==> config.mk <==
export PLATFORM = sky130hd
export DESIGN_NAME = usb_symbol_parser
export DESIGN_NICKNAME = d
export VERILOG_FILES = /design/src/rtl/usb_symbol_parser.sv
export SDC_FILE = /design/constraint.sdc
export NUM_CORES = 1
export LEC_CHECK = 0
export CAP_MARGIN = 20
export CORE_MARGIN = 8
export CORE_UTILIZATION = 65
export CTS_CLUSTER_SIZE = 24
export DETAILED_ROUTE_END_ITERATION = 7
export DONT_BUFFER_PORTS = 1
export GPL_ROUTABILITY_DRIVEN = 0
export MAX_ROUTING_LAYER = met4
export PLACE_DENSITY = 0.81
export SYNTH_ARGS = -nofsm -noshare
export SYNTH_HDL_FRONTEND = slang
export SYNTH_SLANG_ARGS = --single-unit
==> constraint.sdc <==
create_clock -name clk -period 5.2 [get_ports clk]
set_input_delay 1.04 -clock clk [delete_from_list [all_inputs] [get_ports clk]]
set_output_delay 1.04 -clock clk [all_outputs]
set_load 0.01 [all_outputs]
==> src/rtl/usb_symbol_parser.sv <==
// usb_symbol_parser
// Parses 6-byte I/Q frames (SYNC, I_hi, I_lo, Q_hi, Q_lo, CHK) arriving as
// byte strobes from the FT245R read stage. A frame whose XOR checksum matches
// updates i_out/q_out with a single-cycle sym_valid pulse. Checksum failures
// and inter-byte timeouts are counted in a saturating error counter.
module usb_symbol_parser #(
   parameter int unsigned TIMEOUT = 1000000,
   parameter logic [7:0]  SYNC    = 8'hA5
) (
   input  logic        clk,
   input  logic        rst_,
   input  logic [7:0]  byte_in,
   input  logic        byte_valid,
   output logic [15:0] i_out,
   output logic [15:0] q_out,
   output logic        sym_valid,
   output logic [7:0]  err_cnt,
   output logic        busy
);

   localparam logic [2:0] ST_IDLE = 3'd0;
   localparam logic [2:0] ST_I_HI = 3'd1;
   localparam logic [2:0] ST_I_LO = 3'd2;
   localparam logic [2:0] ST_Q_HI = 3'd3;
   localparam logic [2:0] ST_Q_LO = 3'd4;
   localparam logic [2:0] ST_CHK  = 3'd5;

   // Gap count at which an idle cycle expires the frame; the counter is
   // cleared on expiry so it can never wrap.
   localparam logic [31:0] GAP_LAST = 32'(TIMEOUT - 1);

   logic [2:0]  state;
   logic [31:0] gap_cnt;
   logic [15:0] i_sh;
   logic [15:0] q_sh;
   logic [7:0]  chk_acc;

   logic        vld_p0;
   logic [15:0] i_p0;
   logic [15:0] q_p0;

   logic        timeout_hit;
   logic        chk_good;
   logic        chk_bad;

   // Saturating increment for the error counter.
   function automatic logic [7:0] sat_inc(input logic [7:0] v);
      return (v == 8'hFF) ? v : v + 8'd1;
   endfunction

   // A byte arriving in the expiry cycle wins over the timeout.
   assign timeout_hit = (state != ST_IDLE) && !byte_valid && (gap_cnt == GAP_LAST);
   assign chk_good    = (state == ST_CHK) && byte_valid && (byte_in == chk_acc);
   assign chk_bad     = (state == ST_CHK) && byte_valid && (byte_in != chk_acc);
   assign busy        = (state != ST_IDLE);

   // Frame state machine: advances only on byte strobes, falls back to IDLE on timeout.
   always_ff @(posedge clk or negedge rst_) begin
      if (!rst_) begin
         state <= ST_IDLE;
      end else begin
         case (state)
            ST_IDLE: if (byte_valid && byte_in == SYNC) state <= ST_I_HI;
            ST_I_HI: if (byte_valid) state <= ST_I_LO;
                     else if (timeout_hit) state <= ST_IDLE;
            ST_I_LO: if (byte_valid) state <= ST_Q_HI;
                     else if (timeout_hit) state <= ST_IDLE;
            ST_Q_HI: if (byte_valid) state <= ST_Q_LO;
                     else if (timeout_hit) state <= ST_IDLE;
            ST_Q_LO: if (byte_valid) state <= ST_CHK;
                     else if (timeout_hit) state <= ST_IDLE;
            ST_CHK:  if (byte_valid || timeout_hit) state <= ST_IDLE;
            default: state <= ST_IDLE;
         endcase
      end
   end

   // Inter-byte gap counter: held at zero in IDLE, cleared by every accepted byte.
   always_ff @(posedge clk or negedge rst_) begin
      if (!rst_) begin
         gap_cnt <= '0;
      end else if (state == ST_IDLE || byte_valid || timeout_hit) begin
         gap_cnt <= '0;
      end else begin
         gap_cnt <= gap_cnt + 32'd1;
      end
   end

   // Shadow I/Q and running checksum; SYNC inside a frame is plain data.
   always_ff @(posedge clk or negedge rst_) begin
      if (!rst_) begin
         i_sh    <= '0;
         q_sh    <= '0;
         chk_acc <= '0;
      end else if (byte_valid) begin
         case (state)
            ST_IDLE: if (byte_in == SYNC) chk_acc <= '0;
            ST_I_HI: begin
               i_sh[15:8] <= byte_in;
               chk_acc    <= chk_acc ^ byte_in;
            end
            ST_I_LO: begin
               i_sh[7:0] <= byte_in;
               chk_acc   <= chk_acc ^ byte_in;
            end
            ST_Q_HI: begin
               q_sh[15:8] <= byte_in;
               chk_acc    <= chk_acc ^ byte_in;
            end
            ST_Q_LO: begin
               q_sh[7:0] <= byte_in;
               chk_acc   <= chk_acc ^ byte_in;
            end
            default: ;
         endcase
      end
   end

   // ---- stage p0: checksum verdict captured with a snapshot of the shadow pair
   // Valid flag for the accepted symbol.
   always_ff @(posedge clk or negedge rst_) begin
      if (!rst_) begin
         vld_p0 <= 1'b0;
      end else begin
         vld_p0 <= chk_good;
      end
   end

   // Symbol snapshot; only consumed when vld_p0 is set, so it needs no reset.
   always_ff @(posedge clk) begin
      if (chk_good) begin
         i_p0 <= i_sh;
         q_p0 <= q_sh;
      end
   end

   // ---- stage p1: registered outputs, held between pulses
   // Output update and single-cycle sym_valid pulse.
   always_ff @(posedge clk or negedge rst_) begin
      if (!rst_) begin
         i_out     <= '0;
         q_out     <= '0;
         sym_valid <= 1'b0;
      end else begin
         sym_valid <= vld_p0;
         if (vld_p0) begin
            i_out <= i_p0;
            q_out <= q_p0;
         end
      end
   end

   // Error counter: checksum failures and timeouts are mutually exclusive per cycle.
   always_ff @(posedge clk or negedge rst_) begin
      if (!rst_) begin
         err_cnt <= '0;
      end else if (chk_bad || timeout_hit) begin
         err_cnt <= sat_inc(err_cnt);
      end
   end

endmodule

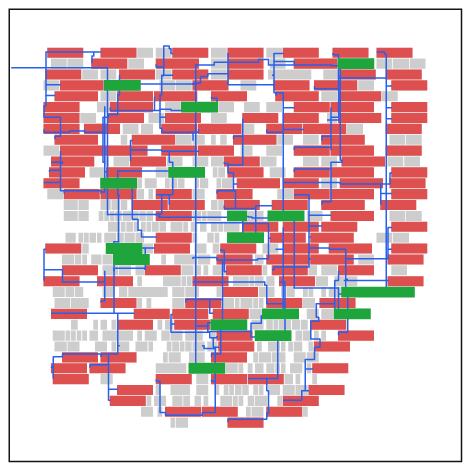
Run 1: routed clock nets over the placement
(4 px per um)
Key: red = flip-flops [count 149]; green = clock-net drivers [count 17]; blue = clock wires [length 1680 um]
There are 18 routed clock nets.
clock latency on the worst-skew pair: 0.53 ns
final setup skew: 0.0120 ns
Clk power: 0.00119 W
clock power share: 0.374

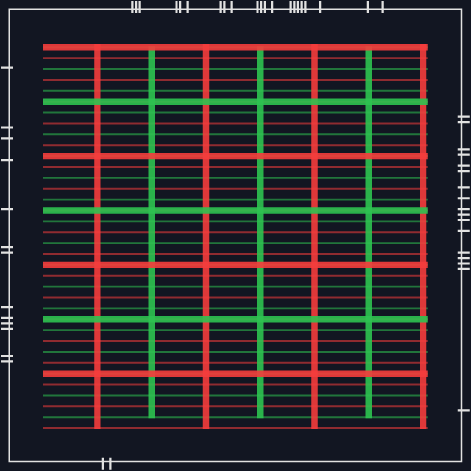
Run 1: supply network
(4 px per um) Pins as bars on the die edge.
Key: red = VSS; green = VDD
7 straps on met4. The core has 35 rows. 53 signal pins sit on the boundary.
Die H: 113 um
Core Footprint: 9150 um^2
worst vdd ir: 0.326 mV

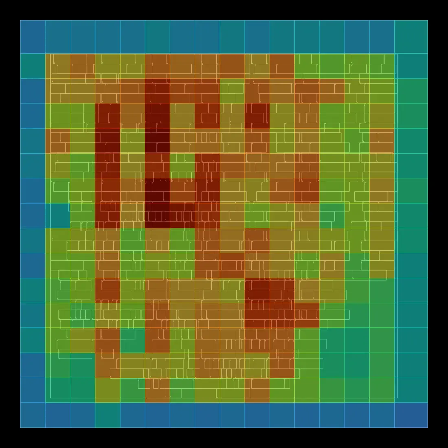
Run 1: routing congestion
GRT Util Overall: 0.202
GR Util met3: 0.0676
M1 GR Usage: 0.253
met2 GRT Util: 0.304

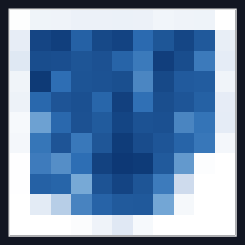
Run 1: local utilization
(2 px per um) The die is cut into 11 by 11 equal tiles; white is low, dark blue is high, 0 to 100% covered.
The mean over all tiles is 52%. The emptiest ninth of the die: south-east. 16% of the tiles are nearly empty. The fullest tile reaches 97%. 46% of the tiles are over 75% full.
Layout Utilization: 0.736
Core Util at FP: 0.664

==> flow_summary.json, run 1 <==
{
  "cts-root-buf": "clkbuf_8",
  "fill_cells": 535,
  "clkSinkCount": 149,
  "signal_buffers": 4,
  "max_stage_delay_ns": 0.49,
  "fin_crit_sh": 0.523,
  "whs_ns": 0.207,
  "taps": 111,
  "rows": 35,
  "cts_max_level": 4,
  "end_kind": "primary output",
  "via_count": 3529,
  "ys_async_sr_fraction": 0.785,
  "inverters": 1,
  "path_clk_slew_ns": 0.07,
  "fin_cells": 582,
  "ys_ff": 149,
  "yosysSeqAreaShare": 0.640,
  "ff_count": 149,
  "cap_viol_max_count": 0,
  "rsz0062_at_grt": "no",
  "timing.rr.end": "gap_cnt[28]$_DFF_PN0_",
  "clockBufferDepth": 2,
  "fp.dieW_um": 113,
  "status": "completed",
  "clock_area_frac": 0.0857,
  "postLayoutCellArea_um2": 6730,
  "place_area_um2": 6160,
  "worstPathRequired_ns": 4.16,
  "cts_setup_buffers": 0,
  "comb-cell-share": 0.311,
  "synth.distinct_cells": 42,
  "drv_slew": 0,
  "path_max_fanout": 12,
  "warning_count": 28,
  "hpwl_um": 7080,
  "yosysMostFrequentCell": "dfrtp_1",
  "comb_cells": 285,
  "cts.repair.resized": 0,
  "path_class": "flip-flop to primary output",
  "timing_worst_slew_pin_value_ns": 1.02,
  "maxClockFrequency_ghz": 0.368,
  "seq_area_frac": 0.578,
  "hp-class": "input port to asynchronous set/reset pin",
  "netlist_instances": 458,
  "wirelength_um": 11700,
  "cp_cell_sequence": "nor3_1 -> inv_1",
  "buf_share": 0.00446,
  "n_clock_buffer": 17
}
[run 1: flip-flops by register name, summed over array words and instances, names as in the netlist]
| signal | count |
|---|---|
| i_out | 16 |
| q_sh | 16 |
| i_p0 | 16 |
| q_p0 | 16 |
| vld_p0 | 1 |
| sym_valid | 1 |
| q_out | 16 |
| err_cnt | 8 |
| chk_acc | 8 |
| gap_cnt | 32 |
| state | 3 |
| i_sh | 16 |
[run 1: where the power goes]
group	total [W]	internal [W]	switching, W
Sequential	0.00158	0.00141	0.000165
Combinational	0.000411	0.000205	0.000206
Clock	0.00119	0.000657	0.000529
Total	0.00317	0.00227	0.000899
[run 1: kinds of logic after synthesis]
logic type	synth area share
flops	0.640
xor+xnor	0.0663
buf+inv	0.0157
simple gates	0.127
compound gates	0.0259
mux	0.120
fa+ha+maj	0.00412
[run 1: worst register-to-register path, delay by kind of cell, from the launching register on]
kind             cells  cell delay (ns)
flip-flops           1             0.40
AND/OR/NAND/NOR      6             2.01
[run 1: layout by cell type, fill, tap and decap left out, types with 2 or more instances in the layout]
cell type / instances
nor2_1: 51
inv_6: 4
buf_4: 4
nor4bb_1: 2
xor2_1: 34
nor3_1: 5
clkbuf_16: 16
nand3_1: 13
clkinv_4: 2
and4_1: 3
nand4_1: 8
and3_1: 6
o21ai_0: 10
nand4b_1: 3
nand2_1: 33
inv_8: 4
xnor2_1: 12
dfrtp_1: 117
and3b_1: 2
clkinvlp_4: 2
ha_1: 2
nor4_1: 5
o21ai_1: 9
mux2_2: 65
nor4_4: 2
edfxtp_1: 32
nand3b_1: 2
[run 1: per-layer routing]
layer	wire [um]	track usage	vias to the layer above
met5	0	-	-
met4	231	0.0665	0
met1	5000	0.253	1778
li1	-	-	1604
met2	5600	0.304	118
met3	874	0.0676	29
==> run 1 -> run 2 <==
--- a/config.mk
+++ b/config.mk
@@ -7,13 +7,13 @@
 export LEC_CHECK = 0
 export CAP_MARGIN = 20
 export CORE_MARGIN = 8
-export CORE_UTILIZATION = 65
+export CORE_UTILIZATION = 57
 export CTS_CLUSTER_SIZE = 24
 export DETAILED_ROUTE_END_ITERATION = 7
 export DONT_BUFFER_PORTS = 1
 export GPL_ROUTABILITY_DRIVEN = 0
 export MAX_ROUTING_LAYER = met4
-export PLACE_DENSITY = 0.81
+export PLACE_DENSITY = 0.75
 export SYNTH_ARGS = -nofsm -noshare
 export SYNTH_HDL_FRONTEND = slang
 export SYNTH_SLANG_ARGS = --single-unit
==> constraint.sdc (replaced) <==
create_clock -name clk -period 2.45 [get_ports clk]
set_input_delay 0.49 -clock clk [delete_from_list [all_inputs] [get_ports clk]]
set_output_delay 0.49 -clock clk [all_outputs]
set_load 0.01 [all_outputs]
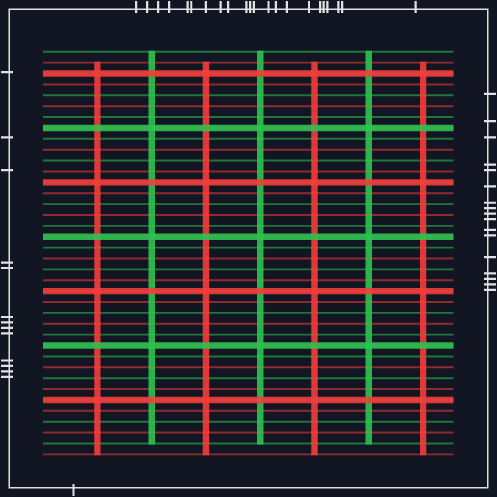
Run 2: supply network
(4 px per um) Pins as bars on the die edge.
Key: green = VDD; red = VSS
7 straps on met4. 53 signal pins sit on the boundary. The core has 37 rows. 38 met1 rails follow the rows. 7 straps on met5.
Die W: 119 um
Die H: 119 um
Core Footprint: 10300 um^2

==> run 2 against run 1 <==
Net effect: the run now ends with hold timing left; synthesized cell count stayed put; critical endpoint is now err_cnt[5]$_DFFE_PN0P_; combinational power grew 110%; clock skew fell by 0.00060 ns; power rose by 110%; area after synthesis unchanged; final area up 1.7%; core utilization is 7.2 points lower; worst hold slack got worse by 0.54 ns; highest routed layer unchanged; sequential cell count stayed put.
==> flow_summary.json, run 2 <==
{
  "timing_worst_slew_pin_value_ns": 0.564,
  "rows": 37,
  "cap_viol_max_count": 0,
  "p_sw_frac": 0.265,
  "hold_viol": 117,
  "layout_top_cell": "dfrtp_1",
  "finalClockSkew_ns": 0.0114,
  "seq_power_share": 0.489,
  "cp_cell_sequence": "ha_1 -> and2_1 -> a311oi_1 -> a32oi_4 -> nor3_1 -> xor2_1",
  "cts-root-buf": "clkbuf_8",
  "whs_ns": -0.331,
  "cts_setup_buffers": 0,
  "p_sw_w": 0.00179,
  "comb_power_share": 0.130,
  "synth.distinct_cells": 42,
  "path_class": "flip-flop to flip-flop",
  "largest_reg_flops": 32,
  "timing.rr.end": "err_cnt[5]$_DFFE_PN0P_",
  "path_clk_slew_ns": 0.06,
  "hpwl_um": 7100,
  "irDropWorstVdd_mv": 0.608,
  "via_count": 3434,
  "hp-class": "input port to asynchronous set/reset pin",
  "worstPathRequired_ns": 2.89,
  "clkSinkCount": 149,
  "rsz0062_at_grt": "no",
  "cts_max_level": 4,
  "netlist_instances": 458,
  "final_util": 0.663,
  "fin_crit_sh": 0.852,
  "final_cell_mix": "dfrtp_1 (117), mux2_2 (65), nor2_1 (51), xor2_1 (34), nand2_1 (33)",
  "status": "finished, violations left",
  "internal_power_w": 0.00496,
  "path_max_fanout": 8,
  "violations": "hold timing"
}
[run 2: area by class of cell]
cell class,count,area [um^2]
multi-input combinational,285,2110
clock inverter,15,181
fill,736,3470
sequential,149,3890
inverter,1,3.75
clock buffer,17,414
timing repair buffer,8,85.1
tap,136,170
[run 2: through the flow]
stage	setup slack [ns]	area, um^2	instances	total power (W)
2_1_floorplan	0.277	6080	458	0.00397
6_report	0.363	6850	611	0.00675
4_1_cts	0.372	6850	611	0.00682
3_5_place_dp	0.369	6250	579	0.00421
5_1_grt	0.278	6850	611	0.00706
3_3_place_gp	0.424	6250	579	0.00415
[run 2: cell families (layout without fill, tap and decap cells)]
kind of cell | count (synthesis) | count (layout) | synth area share
muxes | 65 | 65 | 0.120
adders and majority gates | 2 | 2 | 0.00412
DFF | 149 | 149 | 0.640
buffers and inverters | 24 | 41 | 0.0157
and+or+nand+nor | 147 | 147 | 0.127
AOI/OAI and AO/OA | 25 | 25 | 0.0259
xor gates and xnor gates | 46 | 46 | 0.0663
[run 2: power by group through the flow]
stage / clock network [W] / registers [W] / logic, W
final: 0.00258 / 0.00330 / 0.000876
after global routing: 0.00273 / 0.00336 / 0.000971
after CTS: 0.00263 / 0.00330 / 0.000891
after detailed placement: 0 / 0.00334 / 0.000869
after global placement: 0 / 0.00331 / 0.000836
after floorplan: 0 / 0.00321 / 0.000764
[run 2: per-layer routing]
metal,track usage,share of wire,vias up
met5,-,0,-
met4,0.0617,0.011,0
met3,0.0633,0.063,11
met2,0.266,0.50,62
met1,0.199,0.43,1752
li1,-,-,1609
[run 2: worst max-delay path: cells and delay by family, from the launching register on]
family | cells | cell delay (ns)
compound gates | 2 | 0.66
xor+xnor | 1 | 0.18
fa+ha+maj | 1 | 0.24
simple gates | 2 | 0.47
flops | 1 | 0.45
No activity file was given, so power comes from the tool's default toggle rates.
